Fig. 1: run 1, placement by cell class
Scale bar: 50 µm.
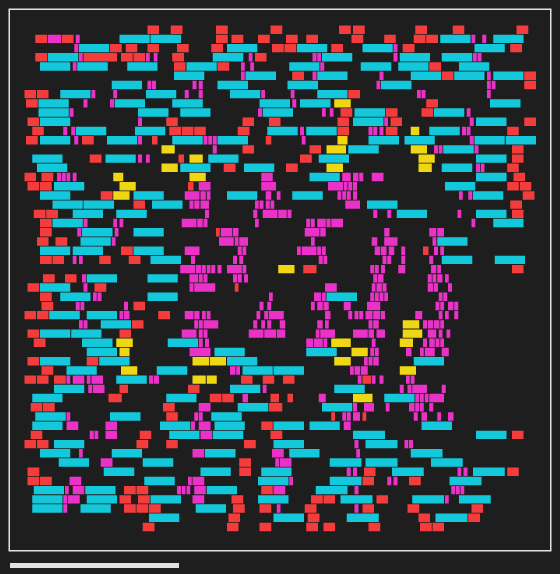
Fig. 2: run 1, supply network
Pins as bars on the die edge. Tap cells in gray.
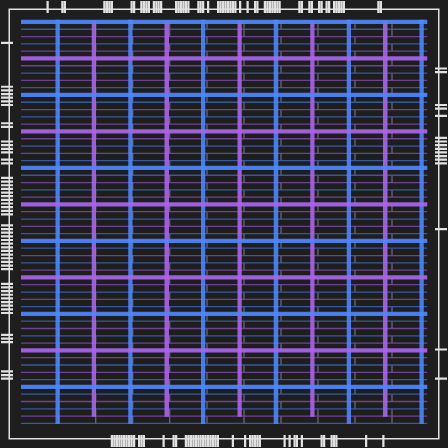
Fig. 3: run 1, clock nets
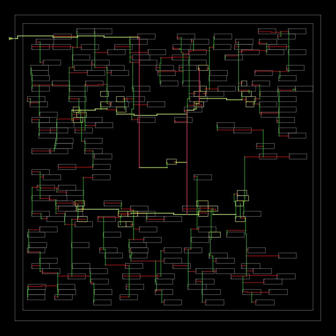
--- src/rtl/drive_seq_pkg.sv ---
// Shared types and constants for the pad-driver output sequencer.
// Per-lane off values are single bits so they can be replicated to any word width.
package drive_seq_pkg;
   typedef enum logic [1:0] {OFF, DEAD, DRIVE} state_t;

   localparam logic P_OFF = 1'b1;
   localparam logic N_OFF = 1'b0;

   localparam int N_TWEAK          = 8;
   localparam int DEF_WIDTH        = 8;
   localparam int DEF_DEAD_CYCLES  = 2;
   localparam int DEF_DELAY_CYCLES = 4;
   localparam int DEF_TWEAK_CYCLES = 3;
   localparam int DEF_CNT_W        = 8;
endpackage

--- src/rtl/drive_sequencer_tweak_window.sv ---
// One lane's tweak window: open while the on-time index k lies in
// [off, off+TWEAK_CYCLES) and the lane's sense matches the current phase.
module tweak_window #(
   parameter int CNT_W        = 8,
   parameter int DELAY_CYCLES = 4,
   parameter int TWEAK_CYCLES = 3
) (
   input  logic [CNT_W-1:0] k,
   input  logic             phase,
   input  logic             sense,
   input  logic             delay_sel,
   output logic             win
);
   // One extra bit so off+TWEAK_CYCLES cannot overflow
   logic [CNT_W:0] k_ext;
   logic [CNT_W:0] off;
   logic [CNT_W:0] lim;

   assign k_ext = {1'b0, k};
   assign off   = delay_sel ? (CNT_W+1)'(DELAY_CYCLES) : '0;
   assign lim   = off + (CNT_W+1)'(TWEAK_CYCLES);
   assign win   = (sense == phase) && (k_ext >= off) && (k_ext < lim);
endmodule

--- src/rtl/drive_sequencer.sv ---
// Re-times drive and tweak words against pwm, inserting a break-before-make
// dead time on every pwm edge and emitting registered gate signals.
module drive_sequencer
   import drive_seq_pkg::*;
#(
   parameter int WIDTH        = DEF_WIDTH,
   parameter int DEAD_CYCLES  = DEF_DEAD_CYCLES,
   parameter int DELAY_CYCLES = DEF_DELAY_CYCLES,
   parameter int TWEAK_CYCLES = DEF_TWEAK_CYCLES,
   parameter int CNT_W        = DEF_CNT_W
) (
   input  logic             clk,
   input  logic             rst,
   input  logic             pwm,
   input  logic [WIDTH-1:0] p_drive,
   input  logic [WIDTH-1:0] n_drive,
   input  logic [WIDTH-1:0] tweak_delay,
   input  logic [WIDTH-1:0] tweak_sense,
   input  logic [WIDTH-1:0] tweak_drive_0,
   input  logic [WIDTH-1:0] tweak_drive_1,
   input  logic [WIDTH-1:0] tweak_drive_2,
   input  logic [WIDTH-1:0] tweak_drive_3,
   input  logic [WIDTH-1:0] tweak_drive_4,
   input  logic [WIDTH-1:0] tweak_drive_5,
   input  logic [WIDTH-1:0] tweak_drive_6,
   input  logic [WIDTH-1:0] tweak_drive_7,
   output logic [WIDTH-1:0] gate_p,
   output logic [WIDTH-1:0] gate_n,
   output logic [WIDTH-1:0] tweak_gate_0,
   output logic [WIDTH-1:0] tweak_gate_1,
   output logic [WIDTH-1:0] tweak_gate_2,
   output logic [WIDTH-1:0] tweak_gate_3,
   output logic [WIDTH-1:0] tweak_gate_4,
   output logic [WIDTH-1:0] tweak_gate_5,
   output logic [WIDTH-1:0] tweak_gate_6,
   output logic [WIDTH-1:0] tweak_gate_7,
   output logic             in_dead
);
   localparam logic [CNT_W-1:0] DEAD_LAST = CNT_W'(DEAD_CYCLES - 1);
   localparam logic [CNT_W-1:0] CNT_MAX   = '1;

   logic             pwm_s1_q, pwm_s1_d, pwm_s2_q, pwm_s2_d, phase_q, phase_d;
   state_t           state_q, state_d;
   logic [CNT_W-1:0] cnt_q, cnt_d, k_next;
   logic [WIDTH-1:0] p_drive_q, p_drive_d, n_drive_q, n_drive_d;
   logic [WIDTH-1:0] tweak_delay_q, tweak_delay_d, tweak_sense_q, tweak_sense_d;
   logic [WIDTH-1:0] tweak_drive_q [N_TWEAK];
   logic [WIDTH-1:0] tweak_drive_d [N_TWEAK];
   logic [WIDTH-1:0] gate_p_q, gate_p_d, gate_n_q, gate_n_d;
   logic [WIDTH-1:0] tweak_gate_q [N_TWEAK];
   logic [WIDTH-1:0] tweak_gate_d [N_TWEAK];
   logic             in_dead_q, in_dead_d;
   logic             edge_det, drive_en;
   logic [WIDTH-1:0] win;

   // Index of the output cycle being computed; kept apart from the main
   // next-state logic so the window instances sit outside any comb loop.
   always_comb begin
      edge_det = (pwm_s2_q != phase_q);
      drive_en = 1'b0;
      k_next   = '0;
      if (!edge_det) begin
         case (state_q)
            DEAD:    drive_en = (cnt_q == DEAD_LAST);
            DRIVE: begin
               drive_en = 1'b1;
               k_next   = (cnt_q == CNT_MAX) ? cnt_q : cnt_q + CNT_W'(1);
            end
            default: drive_en = 1'b0;
         endcase
      end
   end

   genvar gi;
   generate
      for (gi = 0; gi < WIDTH; gi++) begin : g_lane
         tweak_window #(
            .CNT_W       (CNT_W),
            .DELAY_CYCLES(DELAY_CYCLES),
            .TWEAK_CYCLES(TWEAK_CYCLES)
         ) u_win (
            .k        (k_next),
            .phase    (phase_q),
            .sense    (tweak_sense_q[gi]),
            .delay_sel(tweak_delay_q[gi]),
            .win      (win[gi])
         );
      end
   endgenerate

   always_comb begin
      pwm_s1_d         = pwm;
      pwm_s2_d         = pwm_s1_q;
      p_drive_d        = p_drive;
      n_drive_d        = n_drive;
      tweak_delay_d    = tweak_delay;
      tweak_sense_d    = tweak_sense;
      tweak_drive_d[0] = tweak_drive_0;
      tweak_drive_d[1] = tweak_drive_1;
      tweak_drive_d[2] = tweak_drive_2;
      tweak_drive_d[3] = tweak_drive_3;
      tweak_drive_d[4] = tweak_drive_4;
      tweak_drive_d[5] = tweak_drive_5;
      tweak_drive_d[6] = tweak_drive_6;
      tweak_drive_d[7] = tweak_drive_7;
      phase_d   = phase_q;
      state_d   = state_q;
      cnt_d     = cnt_q;
      in_dead_d = 1'b0;
      gate_p_d  = {WIDTH{P_OFF}};
      gate_n_d  = {WIDTH{N_OFF}};
      for (int t = 0; t < N_TWEAK; t++) tweak_gate_d[t] = '0;

      // A pwm edge restarts the dead time from any state
      if (edge_det) begin
         phase_d   = pwm_s2_q;
         state_d   = DEAD;
         cnt_d     = '0;
         in_dead_d = 1'b1;
      end else begin
         case (state_q)
            DEAD: begin
               if (drive_en) begin
                  state_d = DRIVE;
                  cnt_d   = '0;
               end else begin
                  cnt_d     = cnt_q + CNT_W'(1);
                  in_dead_d = 1'b1;
               end
            end
            DRIVE:   cnt_d = k_next;
            default: state_d = OFF;
         endcase
      end

      if (drive_en) begin
         gate_p_d = phase_q ? p_drive_q : {WIDTH{P_OFF}};
         gate_n_d = phase_q ? {WIDTH{N_OFF}} : n_drive_q;
         for (int t = 0; t < N_TWEAK; t++) tweak_gate_d[t] = tweak_drive_q[t] & win;
      end
   end

   always_ff @(posedge clk or posedge rst) begin
      if (rst) begin
         pwm_s1_q      <= 1'b0;
         pwm_s2_q      <= 1'b0;
         phase_q       <= 1'b0;
         state_q       <= OFF;
         cnt_q         <= '0;
         p_drive_q     <= {WIDTH{P_OFF}};
         n_drive_q     <= {WIDTH{N_OFF}};
         tweak_delay_q <= '0;
         tweak_sense_q <= '0;
         gate_p_q      <= {WIDTH{P_OFF}};
         gate_n_q      <= {WIDTH{N_OFF}};
         in_dead_q     <= 1'b0;
         for (int t = 0; t < N_TWEAK; t++) begin
            tweak_drive_q[t] <= '0;
            tweak_gate_q[t]  <= '0;
         end
      end else begin
         pwm_s1_q      <= pwm_s1_d;
         pwm_s2_q      <= pwm_s2_d;
         phase_q       <= phase_d;
         state_q       <= state_d;
         cnt_q         <= cnt_d;
         p_drive_q     <= p_drive_d;
         n_drive_q     <= n_drive_d;
         tweak_delay_q <= tweak_delay_d;
         tweak_sense_q <= tweak_sense_d;
         gate_p_q      <= gate_p_d;
         gate_n_q      <= gate_n_d;
         in_dead_q     <= in_dead_d;
         for (int t = 0; t < N_TWEAK; t++) begin
            tweak_drive_q[t] <= tweak_drive_d[t];
            tweak_gate_q[t]  <= tweak_gate_d[t];
         end
      end
   end

   assign gate_p       = gate_p_q;
   assign gate_n       = gate_n_q;
   assign in_dead      = in_dead_q;
   assign tweak_gate_0 = tweak_gate_q[0];
   assign tweak_gate_1 = tweak_gate_q[1];
   assign tweak_gate_2 = tweak_gate_q[2];
   assign tweak_gate_3 = tweak_gate_q[3];
   assign tweak_gate_4 = tweak_gate_q[4];
   assign tweak_gate_5 = tweak_gate_q[5];
   assign tweak_gate_6 = tweak_gate_q[6];
   assign tweak_gate_7 = tweak_gate_q[7];
endmodule
--- config.mk ---
export PLATFORM = sky130hd
export DESIGN_NAME = drive_sequencer
export DESIGN_NICKNAME = d
export VERILOG_FILES = /design/src/rtl/drive_seq_pkg.sv /design/src/rtl/drive_sequencer_tweak_window.sv /design/src/rtl/drive_sequencer.sv
export SDC_FILE = /design/constraint.sdc
export NUM_CORES = 1
export LEC_CHECK = 0
export ABC_AREA = 1
export CAP_MARGIN = 20
export CELL_PAD_IN_SITES_DETAIL_PLACEMENT = 0
export CELL_PAD_IN_SITES_GLOBAL_PLACEMENT = 2
export CORE_MARGIN = 4
export CORE_UTILIZATION = 30
export CTS_BUF_LIST = sky130_fd_sc_hd__clkbuf_8
export CTS_CLUSTER_SIZE = 8
export DETAILED_ROUTE_END_ITERATION = 8
export GPL_TIMING_DRIVEN = 0
export MAX_ROUTING_LAYER = met4
export PLACE_DENSITY_LB_ADDON = 0.1
export SYNTH_ARGS = -nofsm -noshare
export SYNTH_HDL_FRONTEND = slang
export SYNTH_SLANG_ARGS = --single-unit
export TNS_END_PERCENT = 1
--- constraint.sdc ---
create_clock -name clk -period 18.46 [get_ports clk]
set_input_delay 2.769 -clock clk [delete_from_list [all_inputs] [get_ports clk]]
set_output_delay 2.769 -clock clk [all_outputs]
set_load 0.03 [all_outputs]
==> impl_metrics.ini, run 1 <==
; implementation run metrics
[outcome]
outcome = finished clean

[finish]
logic_gates = 350
top_register = tweak_drive_q
sh_comb_area_pct = 19.4
drive_gt1_share_pct = 12.3
n_all_buffers = 196
diodes = 0
largest_reg_flops = 64
nonClkBufAreaFrac_pct = 20.3
seq_area_mm2 = 0.00477
fill_cells = 2129
seq_cell_count = 190

[synth]
syn_area_mm2 = 0.00689
ys.flops = 190
ys_seq_share_pct = 69.3
aoi_share_pct = 2.98
synthesis.instances = 602
yosys.cell_types.count = 31
ys_cells = 602
synth_warnings = 0
synth.logic.top_family = simple AND/OR/NAND/NOR gates
synth.most_common_cell = dfrtp_1
largest_area_cell = dfrtp_1
fa_ha_area_share_pct = 3.63

[critical_path]
cp_cell_sequence = clkdlybuf4s50_1
cpPeakStageDelay_ps = 660
reg2reg_from = cnt_q[0]
cp-endpoint = gate_p[5]
crit_required_ps = 15690
cp_max_fo = 1
r2r_cells = 14
r2r_slack_ps = 15040
worst-path-buf-inv = 1
cp.arrival_ps = 1660
slowest_stage = clkdlybuf4s50_1
crit_family = buffers and inverters
cp-end-kind = primary output

[pwr]
p_int_uw = 584
p_comb_share_pct = 12.8
p_total_uw = 824
leakage_nw = 4.24
swShare_pct = 29.1
power.group.top = registers
clock_power_share_pct = 32.9
p_seq_share_pct = 54.3

[place]
post_dp_cell_area_mm2 = 0.00907
numPortBuffers = 179
place_congestion = 0.749
dpl_worst_slack_ps = 14210

[final_timing]
final-setup-viol-count = 0
setup_ws_ps = 14030
rsz0062_at_grt = no
fin_setup_tns_ps = 0
maxSlewViolCount = 0
clock.fmax_ghz = 0.226

[routing]
wl_met1_um = 6910
viasPerCell = 4.25
drt_iter0_drc = 126
drtAntennaViolNets = 0
remaining_drc_errors = 0

[die]
dieArea_mm2 = 0.0254
pin_count = 180
fp_util_pct = 30.4
n_tap_cell = 285

[grt]
antenna_found_initial = 0
met1_usage_pct = 16.3
grt_use_met2_pct = 23.3
grt.busiest_layer = met2
grt_max_degree = 106

[clock_network]
holdBufCountCts = 0
cts.repair.resized = 0
clk_path_buf_depth = 2

[job]
cap_violations = 0

[hold_path]
min_to = pwm_s2_q
Notes on Fig. 1 above:
legend:
  magenta:
    class: remaining logic cells
    cells: 396
    share_of_their_area: 22%
  red:
    class: remaining buffers and delay cells
    cells: 196
    share_of_their_area: 21%
  cyan:
    class: sequential cells
    cells: 190
    share_of_their_area: 52%
  yellow:
    class: clock drivers and dummy loads
    cells: 31
    share_of_their_area: 4.4%
sequential share of cell area: 50.4%
core area: 0.0226 mm²
cell row count: 55
Finished Cell Area: 0.00947 mm²
Finished Core Util: 41.8%

Notes on Fig. 2 above:
legend:
  blue:
    net: VSS
  purple:
    net: VDD
met1 rails: 56
tap cells: 285
rows: 55
Max VDD drop: 43.6 µV
Die W: 159 µm
vertical die size: 159 µm

Notes on Fig. 3 above:
clock group total power: 271 µW
Insertion Delay late pin: 460 ps
cts bufs inserted: 17

## Run 2: what changed since run 1
==> constraint.sdc (replaced) <==
create_clock -name clk -period 4.4 [get_ports clk]
set_input_delay 0.66 -clock clk [delete_from_list [all_inputs] [get_ports clk]]
set_output_delay 0.66 -clock clk [all_outputs]
set_load 0.03 [all_outputs]
Fig. 4: run 2, selected gate families
Scale bar: 50 µm.
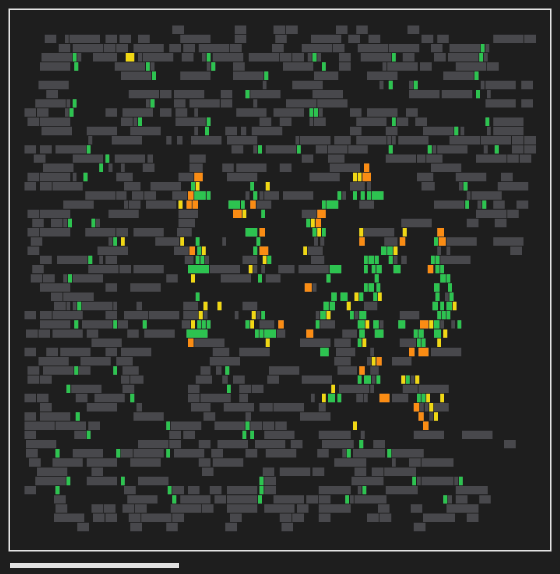
legend:
  orange:
    family: aoi and oai cells
    cells: 31
  green:
    family: nand cells
    cells: 183
    where: widely spread
  yellow:
    family: inv cells
    cells: 46
logic share of the area: 19.2%
most frequent logic cell in the layout: clkdlybuf4s50_1

==> impl_metrics.ini, run 2 <==
; implementation run metrics
[synth]
aoi_share_pct = 2.98
fa_ha_area_share_pct = 3.63
synth.logic.top_family = simple AND/OR/NAND/NOR gates
largest_area_cell = dfrtp_1
ys.flops = 190
synth_warnings = 0
ys_cells = 602
synth.most_common_cell = dfrtp_1
synthesis.instances = 602
syn_area_mm2 = 0.00689
yosys.cell_types.count = 31
ys_seq_share_pct = 69.3

[pwr]
pg_clk_mw = 1.18
leakage_nw = 4.27
p_comb_share_pct = 12.9
p_int_mw = 2.46
clock_power_share_pct = 33.7
p_switching_mw = 1.05
p_total_mw = 3.51
power.group.top = registers
swShare_pct = 29.8

[die]
dieArea_mm2 = 0.0254
rows = 55
core_area_mm2 = 0.0226
n_tap_cell = 285
die_height_um = 159
fp_util_pct = 30.4
pin_count = 180

[final_timing]
fin_setup_tns_ps = 0
maxSlewViolCount = 0
final-setup-viol-count = 0
setup_ws_ps = 792
clock.fmax_ghz = 0.277
hold_viol = 0

[routing]
drtAntennaViolNets = 0
drt_iter0_drc = 121
viasPerCell = 4.27
wl_met1_um = 6950

[finish]
diodes = 0
seq_area_mm2 = 0.00477
sh_seq_area_pct = 50.0
largest_reg_flops = 64
fin_area_mm2 = 0.00954
seq_cell_count = 190
top_register = tweak_drive_q
n_all_buffers = 199
logic_gates = 350
post-route-util_pct = 42.1
nonClkBufAreaFrac_pct = 20.7
fill_cells = 2161

[grt]
grt.busiest_layer = met2
met1_usage_pct = 15.9
grt_use_met2_pct = 23.9
antenna_found_initial = 0
grt_max_degree = 46
grt_pass1_vias = 5008

[clock_network]
clock_latency_ps = 460
cts.repair.resized = 0
htree_levels = 4
cts_tree = yes
clk_path_buf_depth = 2
cts_made_buffers = 17
holdBufCountCts = 0

[place]
post_dp_cell_area_mm2 = 0.00912
place_congestion = 0.757
dpl_worst_slack_ps = 734

[critical_path]
crit_required_ps = 4770
worst-path-buf-inv = 3
reg2reg_from = cnt_q[0]
crit_family = simple AND/OR/NAND/NOR gates
cp_cell_sequence = ha_1 -> inv_1 -> nor2_4 -> nand2_2 -> o21ai_0 -> nand2_1 -> nor2_1 -> inv_1 -> ha_1 -> inv_1 -> nand2_1 -> nand2_1 -> nand3_2 -> nor3_1
cp-end-kind = flip-flop
r2r_slack_ps = 790
cp_max_fo = 10
cp.arrival_ps = 3980
cp-endpoint = tweak_gate_6[2]
r2r_cells = 14

[outcome]
outcome = finished clean

[hold_path]
min_to = pwm_s2_q

[job]
cap_violations = 0
Fig. 5: run 2, supply network
Pins as bars on the die edge. Tap cells in gray.
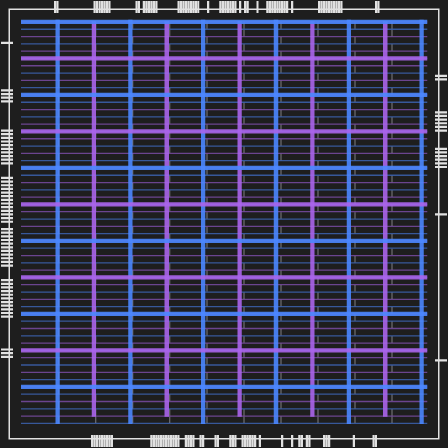
legend:
  purple:
    net: VDD
  blue:
    net: VSS
rows: 55
met4 straps: 11
met5 straps: 11
Max VDD drop: 141 µV

## Run 3: what changed since run 2
--- a/config.mk
+++ b/config.mk
@@ -10,7 +10,7 @@
 export CELL_PAD_IN_SITES_DETAIL_PLACEMENT = 0
 export CELL_PAD_IN_SITES_GLOBAL_PLACEMENT = 2
 export CORE_MARGIN = 4
-export CORE_UTILIZATION = 30
+export CORE_UTILIZATION = 29
 export CTS_BUF_LIST = sky130_fd_sc_hd__clkbuf_8
 export CTS_CLUSTER_SIZE = 8
 export DETAILED_ROUTE_END_ITERATION = 8
==> constraint.sdc (replaced) <==
create_clock -name clk -period 3.2 [get_ports clk]
set_input_delay 0.48 -clock clk [delete_from_list [all_inputs] [get_ports clk]]
set_output_delay 0.48 -clock clk [all_outputs]
set_load 0.03 [all_outputs]
Fig. 6: run 3, supply network
Pins as bars on the die edge. Tap cells in gray.
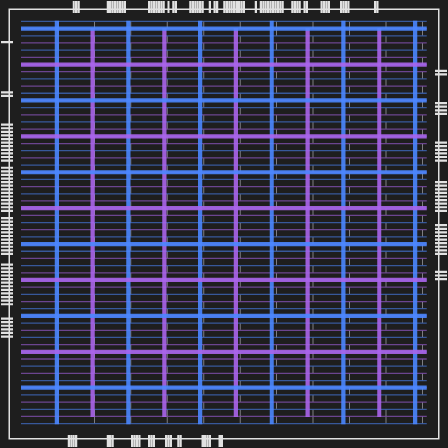
legend:
  purple:
    net: VDD
  blue:
    net: VSS
signal pins: 180
rows: 56
met5 straps: 11
met4 straps: 11
core area: 0.0234 mm²
Max VDD drop: 310 µV
vertical die size: 162 µm
Die W: 162 µm

==> impl_metrics.ini, run 3 <==
; implementation run metrics
[synth]
aoi_share_pct = 2.98
synth.logic.top_family = simple AND/OR/NAND/NOR gates
synth_warnings = 0
yosys.cell_types.count = 31
ys_cells = 602
ys_seq_share_pct = 69.3
fa_ha_area_share_pct = 3.63
synthesis.instances = 602
syn_area_mm2 = 0.00689
ys.flops = 190

[finish]
drive_gt1_share_pct = 13.0
post-route-util_pct = 41.2
sh_seq_area_pct = 49.6
fin_area_mm2 = 0.00963
layout_top_cell = clkdlybuf4s50_1
top_register = tweak_drive_q
logic_gates = 350
diodes = 0

[place]
dpl_worst_slack_ps = -334
post_dp_cell_area_mm2 = 0.00918

[pwr]
p_seq_share_pct = 53.0
clock_power_share_pct = 34.2
p_comb_share_pct = 12.8
swShare_pct = 29.0

[job]
cap_violations = 0

[critical_path]
cp-end-kind = flip-flop
cp.arrival_ps = 3100
crit_family = simple AND/OR/NAND/NOR gates
r2r_slack_ps = 480
reg2reg_from = cnt_q[0]
crit_required_ps = 3570

[grt]
grt_pass1_vias = 5061
antenna_found_initial = 0
met1_usage_pct = 17.2

[clock_network]
cts_made_buffers = 17
clock_latency_ps = 470
htree_levels = 4
holdBufCountCts = 0

[die]
n_tap_cell = 319
fp_util_pct = 29.4
dieArea_mm2 = 0.0263
rows = 56

[hold_path]
min_to = pwm_s2_q

[final_timing]
maxSlewViolCount = 0
clock.fmax_ghz = 0.368
rsz0062_at_grt = no

[routing]
remaining_drc_errors = 0
drtAntennaViolNets = 0
wl_met1_um = 7430

[outcome]
outcome = finished clean
Fig. 7: run 3, selected gate families
Scale bar: 50 µm.
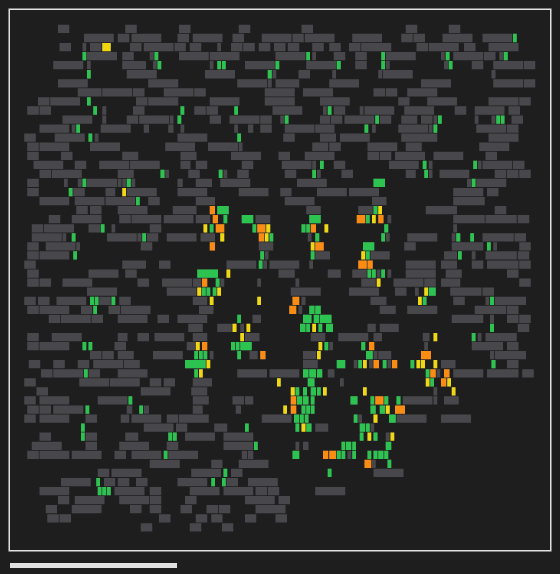
legend:
  yellow:
    family: inv cells
    cells: 46
  green:
    family: nand cells
    cells: 183
    where: widely spread
  orange:
    family: aoi and oai cells
    cells: 31
Final Non-Filler Cells: 1139
logic share of the area: 19.1%


==> gallery <==
Clock network drawn from the DEF.
Scale bar: 50 µm.
(a)
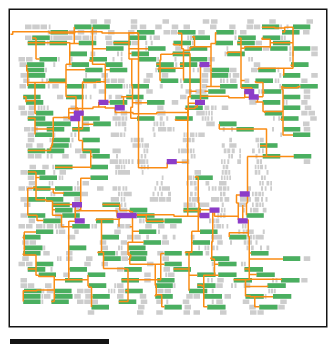
(b)
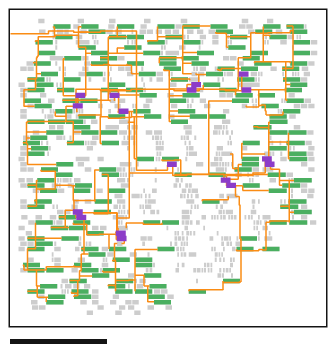
Run 1 is (a).
Run 3 is (b).

Key to (a):
legend:
  purple:
    item: clock-net drivers
    count: 17
  green:
    item: flip-flops
    count: 190
  orange:
    item: clock wires
    length: 2310 µm
flops lie: widely spread

Power is estimated from default activity; no workload was simulated.
